--- config.mk ---
export PLATFORM = sky130hd
export DESIGN_NAME = ga_gen_ctrl
export DESIGN_NICKNAME = d
export VERILOG_FILES = /design/src/rtl/ga_pkg.sv /design/src/rtl/ga_best_tracker.sv /design/src/rtl/ga_gen_ctrl.sv
export SDC_FILE = /design/constraint.sdc
export NUM_CORES = 1
export LEC_CHECK = 0
export ABC_AREA = 0
export CORE_MARGIN = 4
export CORE_UTILIZATION = 50
export DETAILED_ROUTE_END_ITERATION = 12
export PLACE_DENSITY = 0.83
export SYNTH_ARGS = -nofsm -noshare
export SYNTH_HDL_FRONTEND = slang
export SYNTH_HIERARCHICAL = 1
export SYNTH_SLANG_ARGS = --single-unit
--- constraint.sdc ---
create_clock -name clk -period 7.8 [get_ports clk]
set_input_delay 0.78 -clock clk [delete_from_list [all_inputs] [get_ports clk]]
set_output_delay 0.78 -clock clk [all_outputs]
set_load 0.05 [all_outputs]
--- src/rtl/ga_pkg.sv ---
// Shared types and constants for the GA generation controller slice.
package ga_pkg;

    localparam int CHROM_W = 8;
    localparam int FIT_W   = 27;

    localparam logic signed [FIT_W-1:0] FIT_MIN = {1'b1, {(FIT_W-1){1'b0}}};

    typedef enum logic [1:0] {
        S_IDLE = 2'd0,
        S_INIT = 2'd1,
        S_RUN  = 2'd2,
        S_DONE = 2'd3
    } state_t;

endpackage

--- src/rtl/ga_best_tracker.sv ---
// Pairwise max of an evaluated pair folded into a registered running best.
// One cycle from pair_vld_i to updated best; tracks whether the current generation improved.
module ga_best_tracker #(
    parameter int CHROM_W = 8,
    parameter int FIT_W   = 27
) (
    input  logic                      clk,
    input  logic                      reset,
    input  logic                      clear_i,
    input  logic                      pair_vld_i,
    input  logic                      gen_end_i,
    input  logic [CHROM_W-1:0]        chrom1_i,
    input  logic [CHROM_W-1:0]        chrom2_i,
    input  logic signed [FIT_W-1:0]   fit1_i,
    input  logic signed [FIT_W-1:0]   fit2_i,
    output logic [CHROM_W-1:0]        best_o,
    output logic signed [FIT_W-1:0]   best_fit_o,
    output logic signed [FIT_W-1:0]   best_fit_nxt_o,
    output logic                      gen_improved_o
);

    localparam logic signed [FIT_W-1:0] FIT_LOW = {1'b1, {(FIT_W-1){1'b0}}};

    logic [CHROM_W-1:0]      best_q, best_d;
    logic signed [FIT_W-1:0] best_fit_q, best_fit_d;
    logic                    improved_q, improved_d;
    logic [CHROM_W-1:0]      cand_chrom;
    logic signed [FIT_W-1:0] cand_fit;
    logic                    better;

    // Ties go to chrom1.
    always_comb begin
        if (fit1_i >= fit2_i) begin
            cand_chrom = chrom1_i;
            cand_fit   = fit1_i;
        end else begin
            cand_chrom = chrom2_i;
            cand_fit   = fit2_i;
        end
    end

    assign better = pair_vld_i && (cand_fit > best_fit_q);

    always_comb begin
        best_d     = best_q;
        best_fit_d = best_fit_q;
        improved_d = improved_q;
        if (clear_i) begin
            best_d     = '0;
            best_fit_d = FIT_LOW;
            improved_d = 1'b0;
        end else begin
            if (better) begin
                best_d     = cand_chrom;
                best_fit_d = cand_fit;
                improved_d = 1'b1;
            end
            if (gen_end_i) begin
                improved_d = 1'b0;
            end
        end
    end

    always_ff @(posedge clk) begin
        if (reset) begin
            best_q     <= '0;
            best_fit_q <= FIT_LOW;
            improved_q <= 1'b0;
        end else begin
            best_q     <= best_d;
            best_fit_q <= best_fit_d;
            improved_q <= improved_d;
        end
    end

    assign best_o         = best_q;
    assign best_fit_o     = best_fit_q;
    assign best_fit_nxt_o = best_fit_d;
    assign gen_improved_o = improved_q | better;

endmodule

--- src/rtl/ga_gen_ctrl.sv ---
// GA run sequencer: initial population, steady-state generations, termination.
// Counts pairs per generation and ends the run on generation limit, stagnation or target.
module ga_gen_ctrl #(
    parameter int POP_SIZE    = 16,
    parameter int CHROM_W     = 8,
    parameter int FIT_W       = 27,
    parameter int GEN_W       = 16,
    parameter int MAX_GENS    = 100,
    parameter int STALL_LIMIT = 10
) (
    input  logic                      clk,
    input  logic                      reset,
    input  logic                      start,
    input  logic                      pair_valid,
    input  logic [CHROM_W-1:0]        chrom1,
    input  logic [CHROM_W-1:0]        chrom2,
    input  logic signed [FIT_W-1:0]   fit1,
    input  logic signed [FIT_W-1:0]   fit2,
    input  logic                      target_en,
    input  logic signed [FIT_W-1:0]   target_fit,
    output logic                      src_sel,
    output logic                      pipe_enable,
    output logic                      busy,
    output logic                      done,
    output logic [GEN_W-1:0]          gen_count,
    output logic [CHROM_W-1:0]        best,
    output logic signed [FIT_W-1:0]   best_fit
);

    import ga_pkg::*;

    localparam int PAIRS = POP_SIZE / 2;
    localparam int PC_W  = (PAIRS > 1) ? $clog2(PAIRS) : 1;
    localparam int ST_W  = $clog2(STALL_LIMIT + 1);

    state_t                  state_q, state_d;
    logic [PC_W-1:0]         pair_cnt_q, pair_cnt_d;
    logic [ST_W-1:0]         stall_cnt_q, stall_cnt_d;
    logic [GEN_W-1:0]        gen_count_q, gen_count_d;
    logic                    src_sel_q, pipe_enable_q, busy_q, done_q;

    logic                    pair_acc;
    logic                    start_acc;
    logic                    gen_end;
    logic                    terminate;
    logic                    gen_improved;
    logic signed [FIT_W-1:0] best_fit_nxt;

    assign pair_acc  = pair_valid && ((state_q == S_INIT) || (state_q == S_RUN));
    assign start_acc = start && ((state_q == S_IDLE) || (state_q == S_DONE));
    assign gen_end   = pair_acc && (pair_cnt_q == PC_W'(PAIRS - 1));

    ga_best_tracker #(
        .CHROM_W (CHROM_W),
        .FIT_W   (FIT_W)
    ) u_best (
        .clk            (clk),
        .reset          (reset),
        .clear_i        (start_acc),
        .pair_vld_i     (pair_acc),
        .gen_end_i      (gen_end),
        .chrom1_i       (chrom1),
        .chrom2_i       (chrom2),
        .fit1_i         (fit1),
        .fit2_i         (fit2),
        .best_o         (best),
        .best_fit_o     (best_fit),
        .best_fit_nxt_o (best_fit_nxt),
        .gen_improved_o (gen_improved)
    );

    always_comb begin
        state_d     = state_q;
        pair_cnt_d  = pair_cnt_q;
        stall_cnt_d = stall_cnt_q;
        gen_count_d = gen_count_q;
        terminate   = 1'b0;
        case (state_q)
            S_IDLE, S_DONE: begin
                if (start_acc) begin
                    state_d     = S_INIT;
                    pair_cnt_d  = '0;
                    stall_cnt_d = '0;
                    gen_count_d = '0;
                end
            end
            default: begin
                if (gen_end) begin
                    pair_cnt_d  = '0;
                    gen_count_d = gen_count_q + 1'b1;
                    stall_cnt_d = gen_improved ? '0 : stall_cnt_q + 1'b1;
                    // Termination looks at the values this edge will commit.
                    terminate   = (gen_count_d == GEN_W'(MAX_GENS))
                               || (stall_cnt_d == ST_W'(STALL_LIMIT))
                               || (target_en && (best_fit_nxt >= target_fit));
                    state_d     = terminate ? S_DONE : S_RUN;
                end else if (pair_acc) begin
                    pair_cnt_d = pair_cnt_q + 1'b1;
                end
            end
        endcase
    end

    always_ff @(posedge clk) begin
        if (reset) begin
            state_q       <= S_IDLE;
            pair_cnt_q    <= '0;
            stall_cnt_q   <= '0;
            gen_count_q   <= '0;
            src_sel_q     <= 1'b0;
            pipe_enable_q <= 1'b0;
            busy_q        <= 1'b0;
            done_q        <= 1'b0;
        end else begin
            state_q       <= state_d;
            pair_cnt_q    <= pair_cnt_d;
            stall_cnt_q   <= stall_cnt_d;
            gen_count_q   <= gen_count_d;
            src_sel_q     <= (state_d == S_RUN);
            pipe_enable_q <= (state_d == S_INIT) || (state_d == S_RUN);
            busy_q        <= (state_d == S_INIT) || (state_d == S_RUN);
            done_q        <= (state_d == S_DONE);
        end
    end

    assign src_sel     = src_sel_q;
    assign pipe_enable = pipe_enable_q;
    assign busy        = busy_q;
    assign done        = done_q;
    assign gen_count   = gen_count_q;

endmodule

util_map.png
11 x 11 tiles, from white (low) to dark blue (high), 0 to 100% covered.
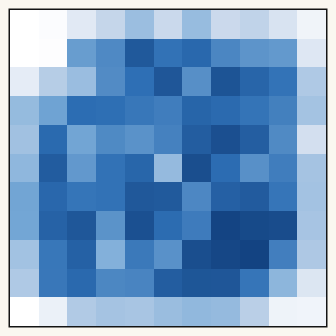
emptiest ninth of the die	north-west
mean over tiles	56%
tiles over 75% full	30%
nearly empty tiles	4.1%
fullest tile	92%

clock_wires.png
Scale bar: 20 um.
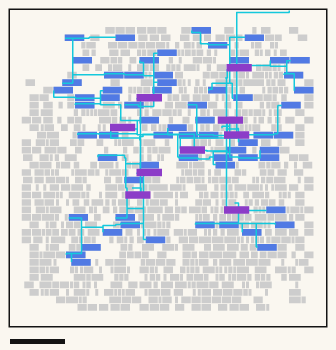
[blue] flip-flops | count: 64
[cyan] clock wires | length: 875 um
[purple] clock-net drivers | count: 9
routed clock nets	10

==> notes.md <==
- run status: complete, no violations
- Reg-to-Reg End: busy
- Cells after DPL: 990
- number of unique standard cell types used by synthesis: 61
- Hold Path Sink: stall_cnt_q[3]
- total number of vias: 5903
- most numerous cell in the Yosys netlist: sky130_fd_sc_hd__inv_1
- non-clk buf share: 0.219
- DRC violation count after routing: 0
- largest combinational cell category by area: AND-OR/OR-AND gates
- depth of the worst hold-timing path: 2
- Insertion Delay late pin: 0.33 ns
- global placer's final weighted congestion: 0.880
- transition time of the tightest slew-check pin: 1.10 ns
- root buffer cell: sky130_fd_sc_hd__clkbuf_16
- I/O pin total: 157
- arrival time at the worst endpoint: 7.67 ns
- site row count: 38
- number of setup violations in the final report: 0
- path category of the worst min-delay check: reg -> reg
- dominant register cell in the synthesized netlist: sky130_fd_sc_hd__dfxtp_1
- Non-Clock Buffer Count: 166
- clock tree from TritonCTS: built
- Mapped Cells: 719
- uppermost metal layer occupied by signal nets: met4
- global-route wire length before repair: 27000 um
- routed wire length on met2: 8240 um
- fp_density: 0.519
- power share of the combinational group: 0.393
- fraction of area in registers: 0.169
- Met3 Routed Length: 1030 um
- slowest library cell on the worst path: sky130_fd_sc_hd__a2111oi_2
- clock network fraction of design power: 0.311
- diode insertion count for antenna repair: 0
- launch point of the critical path: fit2[4]
- Register Area: 1280 um^2
- number of levels in the clock H-tree: 3
- endpoint kind of the worst setup timing path: flip-flop
- number of standard cells in the final layout excluding fillers: 1006
- area share of fa/ha/maj cells after synthesis: 0.189
- portion of synthesized cell area occupied by the leading cell type: 0.225
- met2 Usage GRT: 0.435
- clock tree cell share of total cell area: 0.0370
- switching pwr: 440 uW
- Seq share, synth: 0.225
- XOR/XNOR Area Share: 0.00614
- fraction of power spent switching nets: 0.364
## cell usage in the layout, fill, tap and decap left out, types with 4 or more instances in the layout
master	Yosys	final
sky130_fd_sc_hd__a211oi_1	59	59
sky130_fd_sc_hd__a21o_1	7	6
sky130_fd_sc_hd__a21oi_1	67	65
sky130_fd_sc_hd__a31oi_1	5	5
sky130_fd_sc_hd__and4_1	4	4
sky130_fd_sc_hd__buf_4	5	8
sky130_fd_sc_hd__clkbuf_16	0	9
sky130_fd_sc_hd__clkdlybuf4s50_1	0	156
sky130_fd_sc_hd__dfxtp_1	64	64
sky130_fd_sc_hd__ha_1	86	86
sky130_fd_sc_hd__inv_1	114	114
sky130_fd_sc_hd__mux2i_1	34	34
sky130_fd_sc_hd__nand2_1	37	37
sky130_fd_sc_hd__nand3_1	16	16
sky130_fd_sc_hd__nand3b_1	7	7
sky130_fd_sc_hd__nand4_1	17	17
sky130_fd_sc_hd__nor2_1	29	29
sky130_fd_sc_hd__nor2b_1	4	4
sky130_fd_sc_hd__nor3_1	37	37
sky130_fd_sc_hd__o21ai_0	26	26
sky130_fd_sc_hd__o31ai_1	8	8
## flip-flops by register name, indices dropped and copies added (netlist names)
name               cells
u_best/best_fit_o     27
gen_count             16
u_best/best_o          8
stall_cnt_q            4
pair_cnt_q             3
state_q                2
busy                   1
done                   1
src_sel                1
u_best/improved_q      1
## power groups by stage
stage | combinational, uW | sequential (uW) | clock (uW)
after floorplan | 263 | 412 | 0
after global placement | 447 | 365 | 0
after detailed placement | 465 | 365 | 0
after CTS | 469 | 358 | 380
after global routing | 517 | 360 | 397
final | 475 | 358 | 376
## logic make-up after synthesis
logic type / count (synthesis)
DFF: 64
and+or+nand+nor: 180
adders and majority gates: 86
buffers and inverters: 151
xor gates and xnor gates: 4
muxes: 36
AOI/OAI and AO/OA: 198
Power and IR drop assume default switching activity.
